[config.mk]
export PLATFORM = sky130hd
export DESIGN_NAME = apb_reg_slave
export DESIGN_NICKNAME = d
export VERILOG_FILES = /design/src/rtl/apb_pkg.sv /design/src/rtl/apb_wait_counter.sv /design/src/rtl/apb_reg_slave.sv
export SDC_FILE = /design/constraint.sdc
export NUM_CORES = 1
export LEC_CHECK = 0
export ABC_AREA = 1
export CAP_MARGIN = 20
export CORE_ASPECT_RATIO = 1.1
export CORE_MARGIN = 2
export CORE_UTILIZATION = 25
export DETAILED_ROUTE_END_ITERATION = 8
export PLACE_DENSITY_LB_ADDON = 0.2
export SYNTH_ARGS = -nofsm -noshare
export SYNTH_HDL_FRONTEND = slang
export SYNTH_SLANG_ARGS = --single-unit
[constraint.sdc]
create_clock -name clk -period 4.8 [get_ports clk]
set_clock_uncertainty 0.05 [all_clocks]
set_input_delay 1.44 -clock clk [delete_from_list [all_inputs] [get_ports clk]]
set_output_delay 1.44 -clock clk [all_outputs]
set_load 0.05 [all_outputs]
[src/rtl/apb_pkg.sv]
// Shared definitions for the APB register slave: FSM state encoding,
// bus widths and the default identification byte.
package apb_pkg;

  localparam int APB_DATA_W = 8;
  localparam int APB_ADDR_W = 32;

  // Value returned by the read-only top register unless overridden
  localparam logic [APB_DATA_W-1:0] APB_DEFAULT_ID = 8'hA5;

  typedef enum logic [1:0] {
    IDLE   = 2'd0,
    SETUP  = 2'd1,
    ACCESS = 2'd2
  } apb_state_e;

endpackage

[src/rtl/apb_wait_counter.sv]
// Wait-state counter for the APB register slave. Loads a count when a
// transfer enters SETUP and counts down during ACCESS; zero marks the
// cycle the slave may complete. Compiled only when APB_SLV_WAIT_EN is
// defined; without it the slave completes on the first ACCESS cycle.
`ifdef APB_SLV_WAIT_EN
module apb_wait_counter (
  input  logic       clk,
  input  logic       reset,
  input  logic       load,
  input  logic       dec,
  input  logic [3:0] load_val,
  output logic       zero
);

  logic [3:0] count;

  // Load on SETUP entry, otherwise decrement until zero is reached
  always_ff @(posedge clk or negedge reset) begin
    if (!reset) begin
      count <= 4'd0;
    end else if (load) begin
      count <= load_val;
    end else if (dec && (count != 4'd0)) begin
      count <= count - 4'd1;
    end
  end

  assign zero = (count == 4'd0);

endmodule
`endif

[src/rtl/apb_reg_slave.sv]
// APB responder serving a window of 8-bit registers. The top register is
// a read-only ID byte; register 0 is exported as a control byte.
// Optional wait states are enabled by defining APB_SLV_WAIT_EN.
module apb_reg_slave
  import apb_pkg::*;
#(
  parameter logic [APB_ADDR_W-1:0] BASE_ADDR   = 32'h0000_1000,
  parameter int                    NUM_REGS    = 16,
  parameter int                    WAIT_CYCLES = 2,
  parameter logic [APB_DATA_W-1:0] ID_VALUE    = APB_DEFAULT_ID
) (
  input  logic                  clk,
  input  logic                  reset,
  input  logic                  selx,
  input  logic                  enable,
  input  logic                  write,
  input  logic [APB_ADDR_W-1:0] addr,
  input  logic [APB_DATA_W-1:0] w_data,
  output logic [APB_DATA_W-1:0] r_data,
  output logic                  ready,
  output logic                  slverr,
  output logic [APB_DATA_W-1:0] reg0_q
);

  localparam int IDX_W = (NUM_REGS > 1) ? $clog2(NUM_REGS) : 1;
  localparam logic [IDX_W-1:0] TOP_IDX = IDX_W'(NUM_REGS - 1);

  apb_state_e state;

  // Transfer attributes latched when SETUP is entered
  logic [IDX_W-1:0]      cap_idx;
  logic                  cap_valid;
  logic                  cap_top;
  logic                  cap_write;
  logic [APB_DATA_W-1:0] cap_wdata;

  logic [APB_DATA_W-1:0] regs [NUM_REGS];

  logic [APB_ADDR_W-1:0] offset;
  logic                  hit;
  logic [IDX_W-1:0]      idx_now;
  logic                  cnt_zero;
  logic                  setup_go;
  logic                  xfer_err;
  logic                  commit;

  // Unsigned offset wraps for addresses below the window, so a single
  // compare covers both bounds; all-ones is excluded so a window placed at
  // the top of the map can never claim it.
  assign offset  = addr - BASE_ADDR;
  assign hit     = (offset < APB_ADDR_W'(NUM_REGS)) && (addr != '1);
  assign idx_now = offset[IDX_W-1:0];

  // Dropping selx during ACCESS is an abort, so completion also needs selx
  assign ready    = (state == ACCESS) && selx && cnt_zero;
  assign setup_go = selx && !enable && ((state == IDLE) || ready);

  assign xfer_err = !cap_valid || (cap_write && cap_top);
  assign slverr   = ready && xfer_err;
  assign commit   = ready && cap_write && !xfer_err;

  assign reg0_q = regs[0];

`ifdef APB_SLV_WAIT_EN
  localparam logic [3:0] WAIT_LD = 4'(WAIT_CYCLES);

  apb_wait_counter u_wait (
    .clk      (clk),
    .reset    (reset),
    .load     (setup_go),
    .dec      (state == ACCESS),
    .load_val (WAIT_LD),
    .zero     (cnt_zero)
  );
`else
  logic unused_wait;

  assign cnt_zero    = 1'b1;
  assign unused_wait = (WAIT_CYCLES != 0);
`endif

  // Transfer sequencing: IDLE -> SETUP -> ACCESS, with abort on selx drop
  always_ff @(posedge clk or negedge reset) begin
    if (!reset) begin
      state <= IDLE;
    end else begin
      case (state)
        IDLE: begin
          if (setup_go) state <= SETUP;
        end
        SETUP: begin
          state <= ACCESS;
        end
        ACCESS: begin
          if (!selx) begin
            state <= IDLE;
          end else if (ready) begin
            state <= setup_go ? SETUP : IDLE;
          end
        end
        default: begin
          state <= IDLE;
        end
      endcase
    end
  end

  // Latch decoded address, direction and write data on SETUP entry
  always_ff @(posedge clk or negedge reset) begin
    if (!reset) begin
      cap_idx   <= '0;
      cap_valid <= 1'b0;
      cap_top   <= 1'b0;
      cap_write <= 1'b0;
      cap_wdata <= '0;
    end else if (setup_go) begin
      cap_idx   <= idx_now;
      cap_valid <= hit;
      cap_top   <= hit && (idx_now == TOP_IDX);
      cap_write <= write;
      cap_wdata <= w_data;
    end
  end

  // Read data is fetched during the SETUP cycle of a read and then held
  always_ff @(posedge clk or negedge reset) begin
    if (!reset) begin
      r_data <= '0;
    end else if ((state == SETUP) && !cap_write) begin
      if (!cap_valid) begin
        r_data <= '0;
      end else if (cap_top) begin
        r_data <= ID_VALUE;
      end else begin
        r_data <= regs[cap_idx];
      end
    end
  end

  // Register bank: a write lands on the completing ACCESS edge
  always_ff @(posedge clk or negedge reset) begin
    if (!reset) begin
      for (int i = 0; i < NUM_REGS; i++) begin
        regs[i] <= '0;
      end
    end else if (commit) begin
      regs[cap_idx] <= cap_wdata;
    end
  end

endmodule

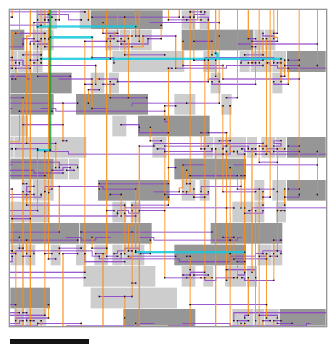
run_1/closeup.png
Scale bar: 10 µm. Region (103, 25) to (143, 65) µm. Cells in gray, sequential cells in the stronger gray; small squares are vias.
Key: M3 = cyan; M1 = purple; M4 = green; M2 = orange
Netlist names of flops here include regs (19). 88 logic cells have their middle in the window. Sequential cells in the window: 19. Most frequent: nand2_1 (34), dfrtp_1 (19), o21ai_0 (15).

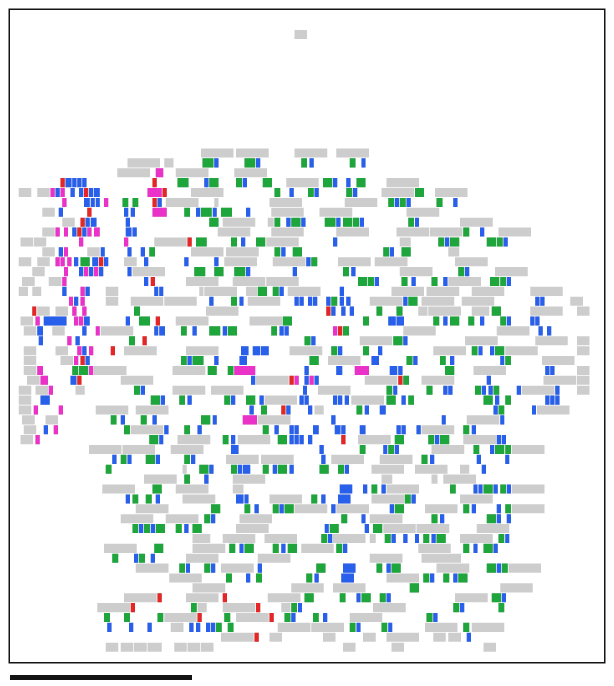
run_1/gates.png
Scale bar: 50 µm.
Key: inv cells = red [cells 30]; aoi and oai cells = green [cells 218]; nand cells = blue [cells 302]; nor cells = magenta [cells 48, where middle left]

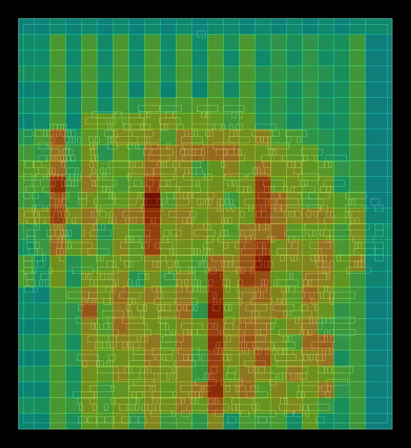
run_1/congestion_map.png
gr usage total: 13.4%
met2 usage: 20.4%
drt wl/cell: 15.6 µm
final design utilization: 30.2%
M3 GR Usage: 2.84%

[run 1: logic make-up after synthesis]
family,count (synthesis),share of synthesized area (%)
AND-OR/OR-AND,218,18.6
flip-flops,153,54.7
buffers and inverters,78,5.94
AND/OR/NAND/NOR,350,20.7
[run 1: state kept, by name, summed over array words and instances (netlist names)]
name       flops
cap_idx        4
cap_top        1
cap_valid      1
cap_wdata      8
cap_write      1
r_data         8
reg0_q         8
regs         120
state          2
[run 1: power groups by stage]
stage          Clock (mW)  Sequential, mW  Combinational [mW]
5_1_grt              1.37            1.34               0.341
2_1_floorplan           0            1.35               0.168
4_1_cts              1.31            1.33               0.315
6_report             1.27            1.33               0.306
3_5_place_dp            0            1.36               0.314
3_3_place_gp            0            1.36               0.316
[run 1: routing by layer]
| metal | global-route usage (%) | vias up | wire (µm) |
|---|---|---|---|
| met5 | 0 | - | 0 |
| met4 | 3.37 | 0 | 196 |
| met3 | 2.84 | 9 | 687 |
| met2 | 20.4 | 113 | 8710 |
| met1 | 19.5 | 2629 | 9350 |
| li1 | - | 2759 | - |
[run 1: cell usage in the layout, fill, tap and decap left out, types with 2 or more instances in the layout]
| master | instances |
|---|---|
| o21ai_2 | 11 |
| inv_1 | 27 |
| clkbuf_1 | 3 |
| nor2_1 | 39 |
| o21ai_1 | 30 |
| nand3_2 | 4 |
| clkbuf_8 | 2 |
| nand2_1 | 270 |
| nor2_2 | 2 |
| nand2_2 | 11 |
| clkdlybuf4s50_1 | 59 |
| nand3_1 | 15 |
| clkinv_2 | 3 |
| nor2_4 | 4 |
| buf_4 | 8 |
| inv_2 | 3 |
| nor3_1 | 2 |
| clkbuf_16 | 17 |
| clkinv_4 | 5 |
| a22oi_1 | 64 |
| a21oi_1 | 2 |
| dfrtp_1 | 153 |
| o21ai_0 | 108 |
==> run_results.csv, run 1 <==
group,metric,value,unit
status,status,"completed",
synthesis,common_cells,"270 x nand2_1, 153 x dfrtp_1, 108 x o21ai_0",
placement,place_congestion,0.752,
layout,nonClkBufAreaFrac,7.91,%
final_timing,fin_crit,3.84,ns
critical_path,cpMaxStageDelayCell,"clkdlybuf4s50_1",
cts,cts_tree,"yes",
floorplan,n_tap_cell,363,
floorplan,core,0.0277,mm²
layout,design.seq.count,153,
final_timing,hold_viol,0,
cts,cts_resized,0,
power_and_ir_drop,sw_frac_of_total,27.1,%
layout,drive_above_1_share,8.93,%
floorplan,num_rows,64,
final_timing,worstMarginPinSlew,1.06,ns
final_timing,final_max_slew_viol_count,0,
grt,overflow,0,
layout,area_growth,19.7,%
synthesis,synth_flops,153,
critical_path,worstSetupPathType,"input port to output pin",
synthesis,fp_nets,844,
synthesis,yosysUniqueCellTypes,26,
critical_path,ff2ff_setup_slack,2.49,ns
critical_path,cp-startpoint,"selx",
layout,sh_comb_area,32.9,%
power_and_ir_drop,power.leakage,3.74,nW
drt,drt-pass1-iter-count,5,
critical_path,critPathBufInv,2,
final_timing,fmax,260,MHz
layout,clock_buffers,22,
worst_hold_path,whs_path_depth,2,
placement,pre_cts_ws,0.947,ns
flow_run,cap_violations,0,
critical_path,r2r-end,"r_data[0]",
worst_hold_path,min-delay-start,"regs[80]",
layout,fin_area,0.00837,mm²
drt,drc_errors,0,
cts,clkTransAtPathRegs,0.06,ns
critical_path,worstPathCellList,"clkdlybuf4s50_1 -> nand3_1 -> nor2_1 -> buf_4",
layout,seq_share,45.7,%
cts,clock-sinks,153,
synthesis,ys_cells,799,
power_and_ir_drop,ir_drop,0.212,mV
placement,placed_area,0.00781,mm²
power_and_ir_drop,switchingPower,790,µW
cts,h-tree-depth,4,
critical_path,r2r_start,"cap_idx[1]",
cts,cts.path.max_buffers,2,
critical_path,startpoint_type,"input port",
final_timing,setup_viol,0,
final_timing,tns,0,ns
critical_path,critPathMaxFanout,2,
power_and_ir_drop,p_total,2.91,mW
grt,grt_max_degree,83,
cts,cts_buffers,17,
grt,antenna_found_initial,0,
critical_path,endpoint_kind,"output pin",
grt,grt_pass1_vias,5403,
layout,layout.nets,883,
placement,placed_cells,1182,
drt,vias_per_cell,4.54,
layout,num-multi-input-gates,568,
grt,grt_pass1_wl,30500,µm
critical_path,critical_path.endpoint,"slverr",
synthesis,synth-main-ff-cell,"dfrtp_1",
power_and_ir_drop,combPwrFrac,10.5,%
critical_path,rr_worst_depth,8,
synthesis,area_leaders,"dfrtp_1 55%, nand2_1 14%, o21ai_0 7.7%",
synthesis,netlist_area,0.00700,mm²
flow_run,warning_count,26,
synthesis,yosysTopAreaCell,"dfrtp_1",
layout,instances_no_fill,1214,
layout,num_antenna_cells,0,
power_and_ir_drop,p_seq_share,45.8,%
floorplan,fp_util,25.2,%
layout,logic_area,0.00275,mm²
layout,buffers,68,
placement,io_buffers,62,
run_1/m1.png
Scale bar: 50 µm. Supply wires on this layer in gray.
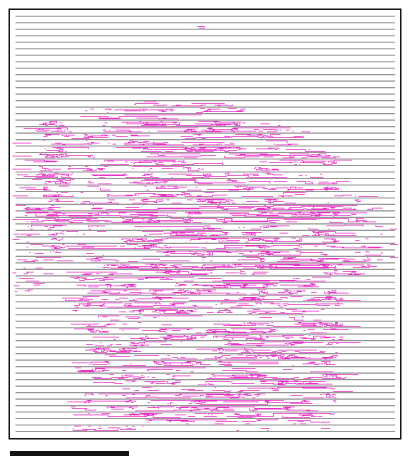

==> inputs of run 2 (changes only) <==
Clock period 4.8 ns to 3.3 ns, I/O delays scaled along.
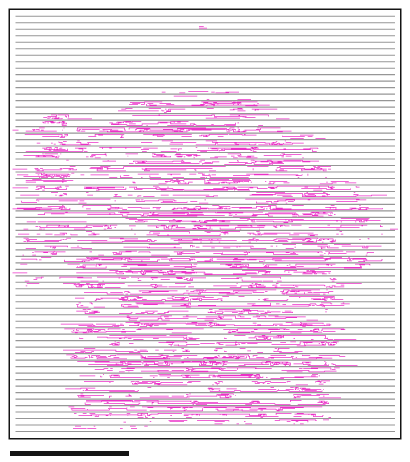
run_2/m1.png
Scale bar: 50 µm. Supply wires on this layer in gray.
The wires run mostly horizontal. The longest straight run is 75.4 µm. The layer holds 50% of the routed length. 808 nets have wire on it. The layer carries 9,630 µm of wire.

==> run_results.csv, run 2 <==
group,metric,value,unit
critical_path,startpoint_type,"input port",
flow_run,cap_violations,0,
layout,top_register,"regs",
power_and_ir_drop,ir_drop,0.270,mV
drt,wl_per_cell,15.8,µm
grt,grt_pass1_vias,5425,
synthesis,synth-main-ff-cell,"dfrtp_1",
grt,overflow,0,
flow_run,warning_count,26,
final_timing,fin_crit,2.99,ns
grt,gr-usage-all-layers,13.7,%
grt,antenna_found_initial,0,
cts,cts_resized,0,
synthesis,yosysTopAreaCell,"dfrtp_1",
drt,drt-pass1-iter-count,9,
synthesis,common_cells,"270 x nand2_1, 153 x dfrtp_1, 108 x o21ai_0",
layout,layout_top_cell,"nand2_1",
power_and_ir_drop,power.density,525,mW/mm²
synthesis,yosysUniqueCellTypes,26,
grt,grt_max_degree,65,
floorplan,num_rows,64,
status,status,"completed",
synthesis,synthArstFlopShare,100,%
critical_path,path_delay_family,"buffers and inverters",
floorplan,dieWidth,163,µm
floorplan,fp.dieH,179,µm
layout,nFillCells,3001,
placement,placed_cells,1186,
cts,cts_buffers,17,
layout,postLayoutCoreUtil,30.7,%
final_timing,timing.hold.ws,0.428,ns
layout,largest_register_ffs,120,
floorplan,fp_util,25.2,%
final_timing,setup_viol,0,
final_timing,final_max_slew_viol_count,0,
grt,grt_pass1_wl,31100,µm
cts,cts_tree,"yes",
synthesis,synth_flops,153,
synthesis,ys_area,0.00700,mm²
floorplan,core,0.0277,mm²
cts,clock-sinks,153,
critical_path,worstSetupPathType,"input port to output pin",
placement,placed_area,0.00788,mm²
final_timing,finalClockPeriodUsage,90.7,%
layout,num_antenna_cells,0,
synthesis,netlist_area,0.00700,mm²
synthesis,syn_area_per_cell,8.76,µm²
placement,hpwlAfterDp,12700,µm
synthesis,yosys_warnings,0,
layout,layout.nets,887,
layout,drive_above_1_share,9.47,%
synthesis,edf_count,0,
synthesis,postSynthSeqShare,54.7,%
layout,instances_no_fill,1218,
critical_path,arrival,1.95,ns
critical_path,crit_required,2.26,ns
drt,vias,5472,
drt,routed_wl,19200,µm
floorplan,io_pins,63,
synthesis,area_leaders,"dfrtp_1 55%, nand2_1 14%, o21ai_0 7.7%",
final_timing,setup_slack,0.308,ns
synthesis,synth_cells,799,
cts,clock_latency,0.43,ns
synthesis,fp_nets,844,
cts,post_cts_buffers,0,
synthesis,ys_cells,799,
drt,ant_nets,0,
cts,root_buffer,"clkbuf_16",
layout,fin_area,0.00850,mm²
synthesis,synth_top_area_share,54.7,%
placement,io_buffers,62,
layout,lay_top_cells,"270 x nand2_1, 153 x dfrtp_1, 108 x o21ai_0",
synthesis,most_common_cell,"nand2_1",
worst_hold_path,hold_path_class,"flip-flop to flip-flop",
cts,h-tree-depth,4,
placement,pre_cts_ws,0.308,ns
critical_path,endpoint_kind,"output pin",
critical_path,critPathBufInv,2,
placement,place_congestion,0.779,
drt,drt_iter0_markers,356,
drt,drc_errors,0,
final_timing,hold_viol,0,
final_timing,fmax,334,MHz
drt,vias_per_cell,4.49,
final_timing,tns,0,ns
power_and_ir_drop,p_total,4.47,mW
final_timing,worstMarginPinSlew,0.808,ns
cts,holdBufCountCts,0,
power_and_ir_drop,power.leakage,3.80,nW
final_timing,rsz0062_at_grt,"no",
critical_path,critPathMaxFanout,2,
critical_path,cpMaxStageDelayCell,"clkdlybuf4s50_1",
critical_path,max_stage_delay,0.47,ns
final_timing,slew_headroom,46.1,%
cts,cts.path.max_buffers,2,
cts,clkTransAtPathRegs,0.06,ns
floorplan,die_area,0.0293,mm²
layout,area_growth,21.6,%
critical_path,worstPathCellList,"clkdlybuf4s50_1 -> nand3_1 -> nor2_1 -> buf_12",
## run 2: cell counts after synthesis
No cell type changed its count.
## run 2: path summary, 6_finish.rpt
kind                                  from      endpoint  slack (ns)  cells after the start
worst min-delay path             r_data[4]     r_data[4]        0.43                      2
worst max register to register  cap_idx[0]     r_data[0]        1.07                      9
worst min register to register   r_data[4]     r_data[4]        0.43                      2
min in group asynchronous            reset  cap_wdata[0]        0.49                      1
max in group asynchronous            reset     regs[119]        1.96                      2
worst max-delay path                  selx        slverr        0.31                      4
## run 2: power by group
group	leakage, nW	internal, mW	total (mW)	switching [mW]
logic	1.39	0.107	0.462	0.355
clock network	0.304	1.28	2.06	0.788
registers	2.11	1.91	1.94	0.0252
## run 2: tightest hold or removal path, stage by stage (launching register included)
cell	delay, ns
dfrtp_1	0.34
nand2_1	0.05
nand2_1	0.05
## run 2: kinds of logic (layout without fill, tap and decap cells)
group / after synthesis / in the layout / synth area share, %
AOI/OAI and AO/OA: 218 / 218 / 18.6
DFF: 153 / 153 / 54.7
buffers and inverters: 78 / 134 / 5.94
and+or+nand+nor: 350 / 350 / 20.7
## run 2: final cells by class
cell class,count,area [µm²],area share [%]
sequential,153,3830,45.0
multi-input combinational,568,2750,32.4
timing repair buffer,72,729,8.58
clock buffer,23,488,5.74
tap,363,454,5.34
clock inverter,9,138,1.62
inverter,30,113,1.32
## run 2: per-layer routing
metal | track usage, % | vias to the layer above | wire [µm]
met5 | 0 | - | 0
met4 | 3.58 | 0 | 183
met3 | 2.70 | 13 | 633
li1 | - | 2749 | -
met2 | 20.8 | 96 | 8770
met1 | 19.9 | 2614 | 9630
Power is estimated from default activity; no workload was simulated.
